### The clock network, run 1

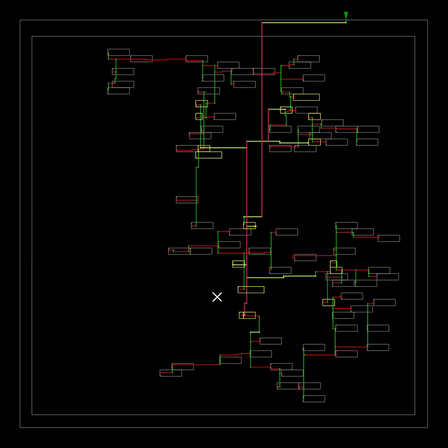
### Wiring by layer, run 1

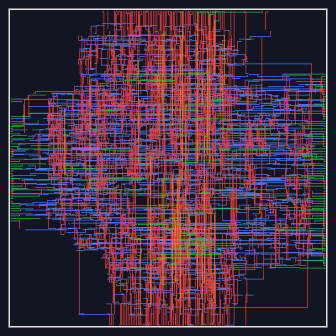
### Routed clock nets over the placement, run 1

Bar = 50 µm.
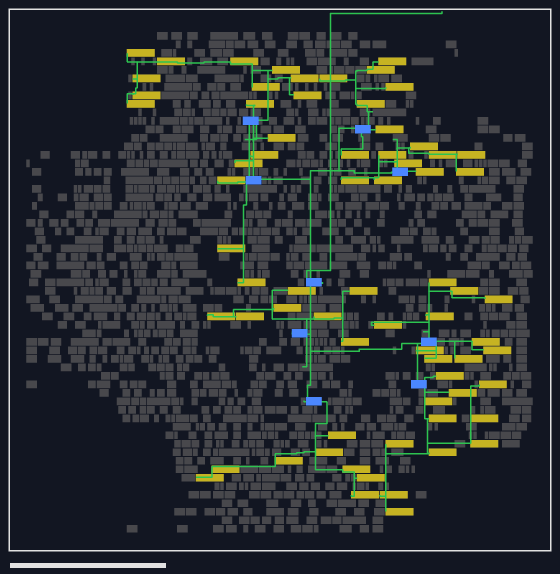
### src/rtl/branch_resolve_unit_pkg.sv
// Shared opcode numbering and datapath defaults for the branch resolve unit.
package branch_resolve_unit_pkg;

  localparam int BRU_XLEN_DEFAULT = 32;

  localparam logic [5:0] OP_BEQ    = 6'd32;
  localparam logic [5:0] OP_BGEZ   = 6'd33;
  localparam logic [5:0] OP_BGTZ   = 6'd34;
  localparam logic [5:0] OP_BLEZ   = 6'd35;
  localparam logic [5:0] OP_BLTZ   = 6'd36;
  localparam logic [5:0] OP_BGEZAL = 6'd37;
  localparam logic [5:0] OP_BLTZAL = 6'd38;
  localparam logic [5:0] OP_J      = 6'd39;
  localparam logic [5:0] OP_JAL    = 6'd40;
  localparam logic [5:0] OP_JR     = 6'd41;
  localparam logic [5:0] OP_JALR   = 6'd42;

endpackage

### src/rtl/branch_resolve_unit_ras_stack.sv
// Circular return-address stack: push overwrites the oldest entry when full,
// pop on empty is ignored, and a same-cycle pop+push pops first.
module ras_stack #(
  parameter int XLEN  = 32,
  parameter int DEPTH = 8
) (
  input  logic            clk,
  input  logic            reset,
  input  logic            push,
  input  logic            pop,
  input  logic [XLEN-1:0] push_data,
  output logic [XLEN-1:0] top,
  output logic            nonempty
);
  localparam int PW = $clog2(DEPTH);
  localparam logic [PW:0] FULL = (PW+1)'(DEPTH);

  logic [XLEN-1:0] mem [DEPTH];
  logic [PW-1:0]   ptr, ptr_dec, ptr_pop;
  logic [PW:0]     cnt, cnt_pop;

  assign nonempty = (cnt != '0);
  assign ptr_dec  = ptr - PW'(1);
  assign top      = mem[ptr_dec];

  always_comb begin
    ptr_pop = ptr;
    cnt_pop = cnt;
    if (pop && nonempty) begin
      ptr_pop = ptr_dec;
      cnt_pop = cnt - (PW+1)'(1);
    end
  end

  // ptr is the next free slot; wraps naturally since DEPTH is a power of two
  always_ff @(posedge clk or posedge reset) begin
    if (reset) begin
      ptr <= '0;
      cnt <= '0;
    end else if (push) begin
      ptr <= ptr_pop + PW'(1);
      cnt <= (cnt_pop == FULL) ? cnt_pop : cnt_pop + (PW+1)'(1);
    end else begin
      ptr <= ptr_pop;
      cnt <= cnt_pop;
    end
  end

  always_ff @(posedge clk) begin
    if (push) mem[ptr_pop] <= push_data;
  end

endmodule

### src/rtl/branch_resolve_unit.sv
// Resolves branch/jump direction, target, link and misprediction, one registered
// result slot with valid/ready. Define BRANCH_RAS_EN to add the return-address stack.
module branch_resolve_unit
  import branch_resolve_unit_pkg::*;
#(
  parameter int XLEN      = BRU_XLEN_DEFAULT,
  parameter int RAS_DEPTH = 8
) (
  input  logic            clk,
  input  logic            reset,
  input  logic            in_valid,
  output logic            in_ready,
  input  logic [5:0]      inst_num,
  input  logic [XLEN-1:0] pc,
  input  logic [XLEN-1:0] rs,
  input  logic [XLEN-1:0] rt,
  input  logic            rs_is_ra,
  input  logic [XLEN-1:0] offset,
  input  logic [25:0]     addr26,
  input  logic            pred_taken,
  input  logic [XLEN-1:0] pred_target,
  input  logic            flush,
  output logic            out_valid,
  input  logic            out_ready,
  output logic            taken,
  output logic [XLEN-1:0] target,
  output logic            link_we,
  output logic [XLEN-1:0] link_value,
  output logic            mispredict,
  output logic            illegal,
  output logic            ras_hit
);
  logic            accept;
  logic [XLEN-1:0] seq_pc, br_pc, jmp_pc;
  logic            rs_neg, rs_zero;
  logic            c_cond, c_taken, c_link_we, c_illegal, c_mispredict, c_ras_hit;
  logic [XLEN-1:0] c_target;
  logic            do_push, do_pop;

  assign in_ready = !out_valid || out_ready;
  assign accept   = in_valid && in_ready && !flush;

  assign seq_pc  = pc + XLEN'(4);
  assign br_pc   = pc + (offset << 2);
  assign jmp_pc  = {pc[XLEN-1:28], addr26, 2'b00};
  assign rs_neg  = rs[XLEN-1];
  assign rs_zero = (rs == '0);

  always_comb begin
    c_cond    = 1'b0;
    c_taken   = 1'b0;
    c_target  = seq_pc;
    c_link_we = 1'b0;
    c_illegal = 1'b0;
    do_push   = 1'b0;
    do_pop    = 1'b0;
    case (inst_num)
      OP_BEQ:    begin c_cond = 1'b1; c_taken = (rs == rt); end
      OP_BGEZ:   begin c_cond = 1'b1; c_taken = !rs_neg; end
      OP_BGTZ:   begin c_cond = 1'b1; c_taken = !rs_neg && !rs_zero; end
      OP_BLEZ:   begin c_cond = 1'b1; c_taken = rs_neg || rs_zero; end
      OP_BLTZ:   begin c_cond = 1'b1; c_taken = rs_neg; end
      OP_BGEZAL: begin c_cond = 1'b1; c_taken = !rs_neg; c_link_we = 1'b1; end
      OP_BLTZAL: begin c_cond = 1'b1; c_taken = rs_neg;  c_link_we = 1'b1; end
      OP_J:      begin c_taken = 1'b1; c_target = jmp_pc; end
      OP_JAL:    begin c_taken = 1'b1; c_target = jmp_pc; c_link_we = 1'b1; do_push = 1'b1; end
      OP_JR:     begin c_taken = 1'b1; c_target = rs; do_pop = rs_is_ra; end
      OP_JALR:   begin
        c_taken   = 1'b1;
        c_target  = rs;
        c_link_we = 1'b1;
        do_pop    = rs_is_ra;
        do_push   = 1'b1;
      end
      default:   c_illegal = 1'b1;
    endcase
    if (c_cond && c_taken) c_target = br_pc;
  end

  assign c_mispredict = (c_taken != pred_taken) || (c_taken && (c_target != pred_target));

`ifdef BRANCH_RAS_EN
  logic [XLEN-1:0] ras_top;
  logic            ras_nonempty;

  ras_stack #(.XLEN(XLEN), .DEPTH(RAS_DEPTH)) u_ras (
    .clk       (clk),
    .reset     (reset),
    .push      (accept && do_push),
    .pop       (accept && do_pop),
    .push_data (seq_pc),
    .top       (ras_top),
    .nonempty  (ras_nonempty)
  );

  // hit is judged against the stack state before this request's own update
  assign c_ras_hit = (inst_num == OP_JR) && do_pop && ras_nonempty && (ras_top == rs);
`else
  logic unused_ras;
  assign unused_ras = do_push ^ do_pop ^ (RAS_DEPTH > 1);
  assign c_ras_hit  = 1'b0;
`endif

  // result fields load only on accept, so they hold while the consumer stalls
  always_ff @(posedge clk or posedge reset) begin
    if (reset) begin
      out_valid  <= 1'b0;
      taken      <= 1'b0;
      target     <= '0;
      link_we    <= 1'b0;
      link_value <= '0;
      mispredict <= 1'b0;
      illegal    <= 1'b0;
      ras_hit    <= 1'b0;
    end else if (flush) begin
      out_valid  <= 1'b0;
    end else if (accept) begin
      out_valid  <= 1'b1;
      taken      <= c_taken;
      target     <= c_target;
      link_we    <= c_link_we;
      link_value <= seq_pc;
      mispredict <= c_mispredict;
      illegal    <= c_illegal;
      ras_hit    <= c_ras_hit;
    end else if (out_ready) begin
      out_valid  <= 1'b0;
    end
  end

endmodule

### config.mk
export PLATFORM = sky130hd
export DESIGN_NAME = branch_resolve_unit
export DESIGN_NICKNAME = d
export VERILOG_FILES = /design/src/rtl/branch_resolve_unit_pkg.sv /design/src/rtl/branch_resolve_unit_ras_stack.sv /design/src/rtl/branch_resolve_unit.sv
export SDC_FILE = /design/constraint.sdc
export NUM_CORES = 1
export LEC_CHECK = 0
export CORE_MARGIN = 5
export CORE_UTILIZATION = 25
export CTS_BUF_LIST = sky130_fd_sc_hd__clkbuf_2 sky130_fd_sc_hd__clkbuf_4 sky130_fd_sc_hd__clkbuf_8
export DETAILED_ROUTE_END_ITERATION = 6
export SLEW_MARGIN = 20
export SYNTH_ARGS = -nofsm -noshare
export SYNTH_HDL_FRONTEND = slang
export SYNTH_HIERARCHICAL = 1
export SYNTH_SLANG_ARGS = --single-unit
### constraint.sdc
create_clock -name clk -period 2.55 [get_ports clk]
set_clock_uncertainty 0.05 [all_clocks]
set_input_delay 0.255 -clock clk [delete_from_list [all_inputs] [get_ports clk]]
set_output_delay 0.255 -clock clk [all_outputs]
set_load 0.03 [all_outputs]
==> flow_metrics.py, run 1 <==
# Flow results
metrics = {
    "status": {
        "status": "complete, but fails checks",
        "violations": "design-rule violations, negative setup slack",
    },
    "sta": {
        "rsz0062_at_grt": "true",
        "hold_viol": 0,
        "worst_slack_ps": -823,
        "finalSetupTns_ps": -1220,
        "layout_min_cycle_time_ps": 3370,
        "worst_slew_pin_slew_ps": 1030,
        "max_freq_ghz": 0.296,
        "relSlewSlack_pct": 31.1,
        "finalMaxSlewViolations": 0,
        "finalSetupViolCount": 6,
        "hold_slack_ps": 155,
        "post-route-period-util_pct": 132,
    },
    "pwr": {
        "ir_worst_vdd_mv": 0.312,
        "p_leak_nw": 5.89,
        "power_density_mw_per_mm2": 408,
        "power_w": 0.00535,
    },
    "synthesis": {
        "seq_area_frac_synth_pct": 26.0,
        "synth_top_area_share_pct": 26.0,
        "syn_inst": 853,
        "syn_area_per_cell_um2": 7.77,
        "netlist_area_mm2": 0.00663,
        "synth.area.top_cells": "dfrtp_1 26%, xor2_1 9.2%, nand2_1 8.9%, ha_1 5.7%, xnor2_1 4.5%",
        "ys.flop_type": "dfrtp_1",
        "synth-seq-cells": 69,
        "yosys_warnings": 6,
        "ys_cells": 853,
        "yosysTopAreaCell": "dfrtp_1",
        "synthesis.nets": 1083,
        "ys_async_sr_fraction_pct": 100,
        "netlist_top_cells_count": "157 x nand2_1, 70 x xor2_1, 69 x dfrtp_1",
        "synthDistinctLibCells": 72,
        "edf_count": 0,
        "synth.most_common_cell": "nand2_1",
        "yosys_area_mm2": 0.00663,
    },
    "cells_and_area": {
        "layout_top_cell": "buf_4",
        "utilization_pct": 50.4,
        "nNetsFinal": 1617,
        "drive_above_1_share_pct": 33.8,
        "fill_cells": 2481,
        "layout_top_cells": "270 x buf_4, 184 x clkdlybuf4s50_1, 156 x nand2_1, 69 x dfrtp_1, 57 x xor2_1",
        "area_growth_pct": 98.0,
        "design_area_mm2": 0.0131,
        "fin_cells": 1728,
    },
    "routing": {
        "firstDrtPassIters": 7,
        "detailroute.via_count": 8751,
        "drt_iter0_markers": 677,
        "drcViolationCount": 11,
        "viasPerCell": 5.06,
        "drt_wl_total_um": 36700,
        "wl_per_cell_um": 21.2,
        "ant_nets": 0,
    },
    "clock_network": {
        "cts.sinks": 69,
        "cts_tree": "built",
        "cts_htree_levels": 3,
        "holdBufCountCts": 0,
        "cts-buffers-inserted": 9,
        "root_buffer": "clkbuf_8",
        "clock_path_buffers": 2,
        "clk_pin_slew_ps": 80,
    },
    "floorplanning": {
        "core_mm2": 0.0261,
        "fp-utilization_pct": 25.4,
        "die_y_um": 173,
        "fp.dieW_um": 173,
        "ios": 270,
        "die_area_mm2": 0.0299,
        "rows": 59,
    },
    "grt": {
        "grt_antenna_before_repair": 2,
        "grt_max_degree": 105,
        "grt_pass1_wl_um": 53400,
        "track_usage_pct": 23.0,
        "grt_pass1_vias": 8827,
        "gr-total-overflow": 0,
    },
    "min_path": {
        "hp-class": "in -> async",
    },
    "setup_path": {
        "crit_fanout": 3,
        "arrival_ps": 3570,
        "worstPathCellList": "clkdlybuf4s15_1 > buf_4 > nor4_2 > nand4_1 > o21bai_1 > mux2i_2 > a21oi_4 > buf_4 > buf_12 > buf_4 > a21oi_4 > xnor2_2 > nor4_1 > buf_4 > nand4_1 > nor4_4 > nor2_1",
        "endpoint_kind": "register",
        "cp_num_buf_inv": 6,
        "cp_common_cell": "buf_4",
        "crit_slowest_cell": "mux2i_2",
        "startpoint_type": "input port",
        "path_delay_family": "simple AND/OR/NAND/NOR gates",
        "rr_startpoint": "out_valid",
        "cp.required_ps": 2750,
        "crit_path_max_incr_delay_ps": 380,
        "crit_path_start": "rs[14]",
        "crit_type": "in -> reg",
    },
    "job": {
        "max_cap_violations": 0,
        "tool_warnings": 34,
    },
    "placed_design": {
        "port_buffers": 265,
        "gp_congestion": 1.00,
        "hpwlAfterDp_um": 30200,
        "post_dp_cell_area_mm2": 0.0116,
        "pre_cts_slack_ps": -1780,
        "dp_cells": 1680,
    },
}
Back to the opening pictures, 'The clock network':
Clk. pwr: 0.00115 W
CLK BUF: 12
Seq cells: 69

Back to the opening pictures, 'Wiring by layer':
- blue: met1 (wire length 15900 µm)
- orange: met4 (wire length 1800 µm)
- green: met3 (wire length 2150 µm)
- purple: met5 (wire length 13.8 µm)
- red: met2 (wire length 16800 µm)

Back to the opening pictures, 'Routed clock nets over the placement':
- blue: cells driving clock nets (count 9)
- yellow: flip-flops (count 69)
- green: clock wires (length 1150 µm)
- routed clock nets: 10
Clk pwr share: 21.5%
Insertion Delay late pin: 360 ps

[run 1: flip-flops by register name, summed over array words and instances, names as in the netlist]
register	cells
out_valid	1
link_we	1
illegal	1
mispredict	1
link_value	32
target	32
taken	1
[run 1: final timing paths]
path / end / slack (ps) / cells after the start
max: mispredict / -820 / 17
min: illegal / 150 / 2
max reg2reg: mispredict / -50 / 11
min reg2reg: target[14] / 420 / 2
max in group asynchronous: target[30] / 1570 / 3
min in group clk: link_value[2] / 220 / 3
[run 1: metal layers]
metal / track usage [%] / share of wire, %
met1: 30.4 / 43
met4: 10.3 / 4.9
met2: 36.9 / 46
met5: 0 / 0.035
met3: 3.89 / 5.9
[run 1: cell type report]
cell class	instances	area [µm²]	area share, %
multi-input cells	734	5680	43.3
repair buffers	563	5010	38.2
flip-flops and latches	69	1730	13.2
well taps	335	419	3.19
clock buffers	12	153	1.16
clock inverters	4	95.1	0.724
inverters	10	37.5	0.286
diodes	1	2.50	0.0191
[run 1: kinds of logic (layout without fill, tap and decap cells)]
logic type	Yosys count	in the layout	synth area share [%]
AND/OR/NAND/NOR	370	370	27.3
AND-OR/OR-AND	221	221	22.4
XOR/XNOR	104	104	13.7
flip-flops	69	69	26.0
buffers and inverters	50	589	3.36
adder cells (fa/ha/maj)	31	31	5.96
multiplexers	7	7	1.09
other	1	2	0.0566
[run 1: where the power goes]
group          internal [W]  total (W)  switching, W
logic               0.00135    0.00283       0.00148
registers           0.00126    0.00137      0.000106
clock network      0.000698    0.00115      0.000454
[run 1: repair_timing]
| item | 4_1_cts | 5_1_grt |
|---|---|---|
| endpoints found under the setup margin | 31 | 20 |
| gates resized | 203 | 107 |
| setup buffers | 18 | 14 |
| gates cloned | 3 | 1 |
| pin swaps | 75 | 52 |
==> run 2: changes to the inputs <==
--- a/config.mk
+++ b/config.mk
@@ -10,5 +10,5 @@
 export CTS_BUF_LIST = sky130_fd_sc_hd__clkbuf_2 sky130_fd_sc_hd__clkbuf_4 sky130_fd_sc_hd__clkbuf_8
 export DETAILED_ROUTE_END_ITERATION = 6
-export SLEW_MARGIN = 20
+export REMOVE_ABC_BUFFERS = 1
 export SYNTH_ARGS = -nofsm -noshare
 export SYNTH_HDL_FRONTEND = slang
==> constraint.sdc (replaced) <==
create_clock -name clk -period 2.55 [get_ports clk]
set_clock_uncertainty 0.05 [all_clocks]
set_input_delay 0.6375 -clock clk [delete_from_list [all_inputs] [get_ports clk]]
set_output_delay 0.6375 -clock clk [all_outputs]
set_load 0.03 [all_outputs]
### Selected gate families, run 2

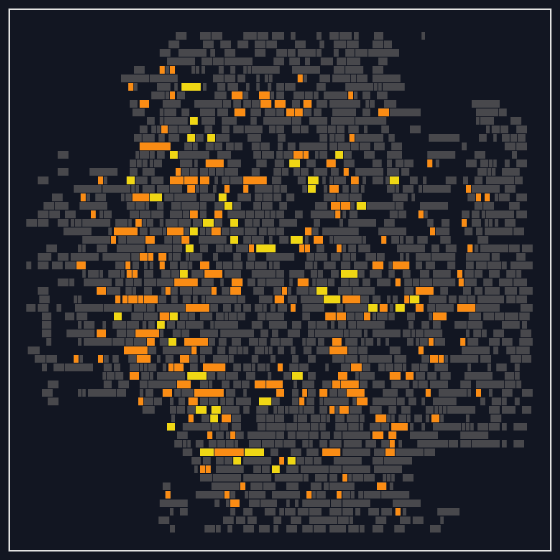
- yellow: AND-OR and OR-AND gates (cells 45)
- orange: inverting AOI/OAI gates (cells 177)
most instantiated logic cell after routing: buf_4
non-filler cells, final: 1759
fraction of area in multi-input gates: 45.1%

==> run 2 against run 1 <==
  * The flow still finishes with violations (design-rule violations, negative setup slack)
  * Largest power group unchanged
  * Sequential power about the same
  * Worst setup slack lost 200 ps
  * Critical path depth is 2 lower
  * Synthesized cell count did not move
  * Critical endpoint unchanged
  * Non-clock buffer count grew 30
  * Routed wire length is 2.4% higher
==> flow_metrics.py, run 2 <==
# Flow results
metrics = {
    "floorplanning": {
        "fp-utilization_pct": 25.4,
        "rows": 59,
        "die_y_um": 173,
        "die_area_mm2": 0.0299,
        "ios": 270,
        "core_mm2": 0.0261,
    },
    "routing": {
        "routed.top_layer": "met4",
        "drt_wl_total_um": 37600,
        "wl_met1_um": 16100,
        "drcViolationCount": 2,
        "viasPerCell": 5.14,
        "firstDrtPassIters": 7,
        "ant_nets": 0,
        "wl_per_cell_um": 21.3,
        "detailroute.via_count": 9046,
        "drt_iter0_markers": 842,
        "wl_met3_um": 2490,
    },
    "grt": {
        "track_usage_pct": 23.5,
        "grt_antenna_before_repair": 1,
        "busiest_layer": "met2",
        "grtUsageMet1_pct": 31.4,
        "grt_pass1_wl_um": 54900,
        "grt_use_met2_pct": 38.0,
        "grtUsageMet3_pct": 3.62,
        "grt_pass1_vias": 9061,
        "grt_max_degree": 70,
    },
    "clock_network": {
        "root_buffer": "clkbuf_8",
        "clk_latency_ps": 370,
        "holdBufCountCts": 0,
        "cts.sinks": 69,
        "cts_tree": "built",
        "cts_htree_levels": 3,
        "cts-buffers-inserted": 9,
    },
    "sta": {
        "hold_viol": 0,
        "max_freq_ghz": 0.280,
        "post-route-period-util_pct": 140,
        "finalSetupViolCount": 15,
        "worst_slack_ps": -1020,
        "rsz0062_at_grt": "true",
        "relSlewSlack_pct": 59.2,
        "layout_min_cycle_time_ps": 3570,
        "worst_slew_pin_slew_ps": 612,
        "finalMaxSlewViolations": 0,
    },
    "synthesis": {
        "yosysTopAreaCell": "dfrtp_1",
        "synthDistinctLibCells": 72,
        "synth_top_area_share_pct": 26.0,
        "seq_area_frac_synth_pct": 26.0,
        "netlist_area_mm2": 0.00663,
        "synth-seq-cells": 69,
        "ys_async_sr_fraction_pct": 100,
        "synth.area.top_cells": "dfrtp_1 26%, xor2_1 9.2%, nand2_1 8.9%, ha_1 5.7%, xnor2_1 4.5%",
        "syn_inst": 853,
        "ys.flop_type": "dfrtp_1",
        "ys_cells": 853,
        "synth.most_common_cell": "nand2_1",
        "yosys_area_mm2": 0.00663,
        "edf_count": 0,
        "syn_area_per_cell_um2": 7.77,
    },
    "job": {
        "tool_warnings": 30,
        "max_cap_violations": 0,
    },
    "setup_path": {
        "crit_slowest_cell": "or4_4",
        "worstPathCellList": "buf_8 > ha_4 > fa_2 > a21o_1 > and4_4 > or2_4 > a31o_4 > a31oi_4 > xnor2_2 > o21ai_2 > xnor2_1 > a311o_1 > or4_4 > nor4_4 > nor2_1",
        "path_delay_family": "simple AND/OR/NAND/NOR gates",
        "crit_path_max_incr_delay_ps": 520,
        "endpoint_kind": "register",
        "crit_fanout": 4,
        "arrival_ps": 3780,
        "crit_path_start": "pc[2]",
        "crit_cells": 15,
        "cp_num_buf_inv": 1,
        "startpoint_type": "input port",
        "r2r-end": "mispredict",
        "rr_startpoint": "out_valid",
        "crit_type": "in -> reg",
        "r2r.worst_path.cells": 11,
        "r2r_slack_ps": 0,
    },
    "cells_and_area": {
        "nNetsFinal": 1648,
        "top_regs": "link_value x32, target x32",
        "area_growth_pct": 110,
        "drive_above_1_share_pct": 44.0,
        "design_area_mm2": 0.0140,
        "fill_cells": 2328,
        "layout_top_cells": "265 x buf_4, 152 x clkdlybuf4s50_1, 146 x nand2_1, 70 x buf_6, 69 x dfrtp_1",
    },
    "min_path": {
        "whs_path_depth": 2,
        "whs_endpoint": "target[14]",
        "hp-class": "reg -> reg",
    },
    "pwr": {
        "power_density_mw_per_mm2": 388,
        "ir_worst_vdd_mv": 0.238,
        "p_leak_nw": 6.25,
    },
    "placed_design": {
        "post_dp_cell_area_mm2": 0.0116,
        "hpwlAfterDp_um": 29100,
        "gp_congestion": 0.952,
        "port_buffers": 265,
    },
    "status": {
        "status": "complete, but fails checks",
        "violations": "design-rule violations, negative setup slack",
    },
}
run 2: cell count changes in the layout (fill, tap and decap cells not counted), moves of 7 or more:
cell and change:
xor2_4 +7, nor2_1 -7, nand2_1 -10, clkbuf_2 +18, o21ai_2 +9, buf_6 +51, clkdlybuf4s50_1 -32, buf_2 +20
o21ai_0 -18, xor2_1 -9, dlygate4sd2_1 -32
run 2: power breakdown:
group | total (W) | internal, W | switching [W]
sequential | 0.00136 | 0.00126 | 0.0000994
combinational | 0.00303 | 0.00147 | 0.00157
clock | 0.00103 | 0.000499 | 0.000526
run 2: area by class of cell:
class | count | area [µm²] | share of cell area [%]
tap | 335 | 419 | 3.00
timing repair buffer | 593 | 5280 | 37.8
clock inverter | 4 | 47.5 | 0.341
multi-input combinational | 735 | 6290 | 45.1
clock buffer | 12 | 153 | 1.09
antenna | 1 | 2.50 | 0.0179
inverter | 10 | 37.5 | 0.269
sequential | 69 | 1730 | 12.4
run 2: metrics by stage:
step / power (W) / std cells / utilization, % / hold slack [ps] / worst slack [ps]
after floorplan: 0.00246 / 813 / - / 597 / -1920
after global placement: 0.00390 / 1682 / 44.5 / 401 / -2170
after detailed placement: 0.00391 / 1682 / 44.5 / 409 / -2230
after CTS: 0.00518 / 1736 / 50.3 / 430 / -1120
after global routing: 0.00567 / 1759 / 53.5 / 460 / -1100
final: 0.00542 / 1759 / 53.5 / 426 / -1020
run 2: timing repair:
action | in CTS | in global routing
resized | 425 | 304
cloned | 2 | 0
pin swaps | 85 | 104
buffers inserted | 37 | 31
setup endpoints to repair | 37 | 47
run 2: logic make-up after synthesis:
logic type,after synthesis,share of synthesized area (%)
xor+xnor,104,13.7
flops,69,26.0
other cells,1,0.0566
buf+inv,50,3.36
mux,7,1.09
simple gates,370,27.3
fa+ha+maj,31,5.96
compound gates,221,22.4
Power figures rest on the tool's default switching activity, not on a simulated workload.
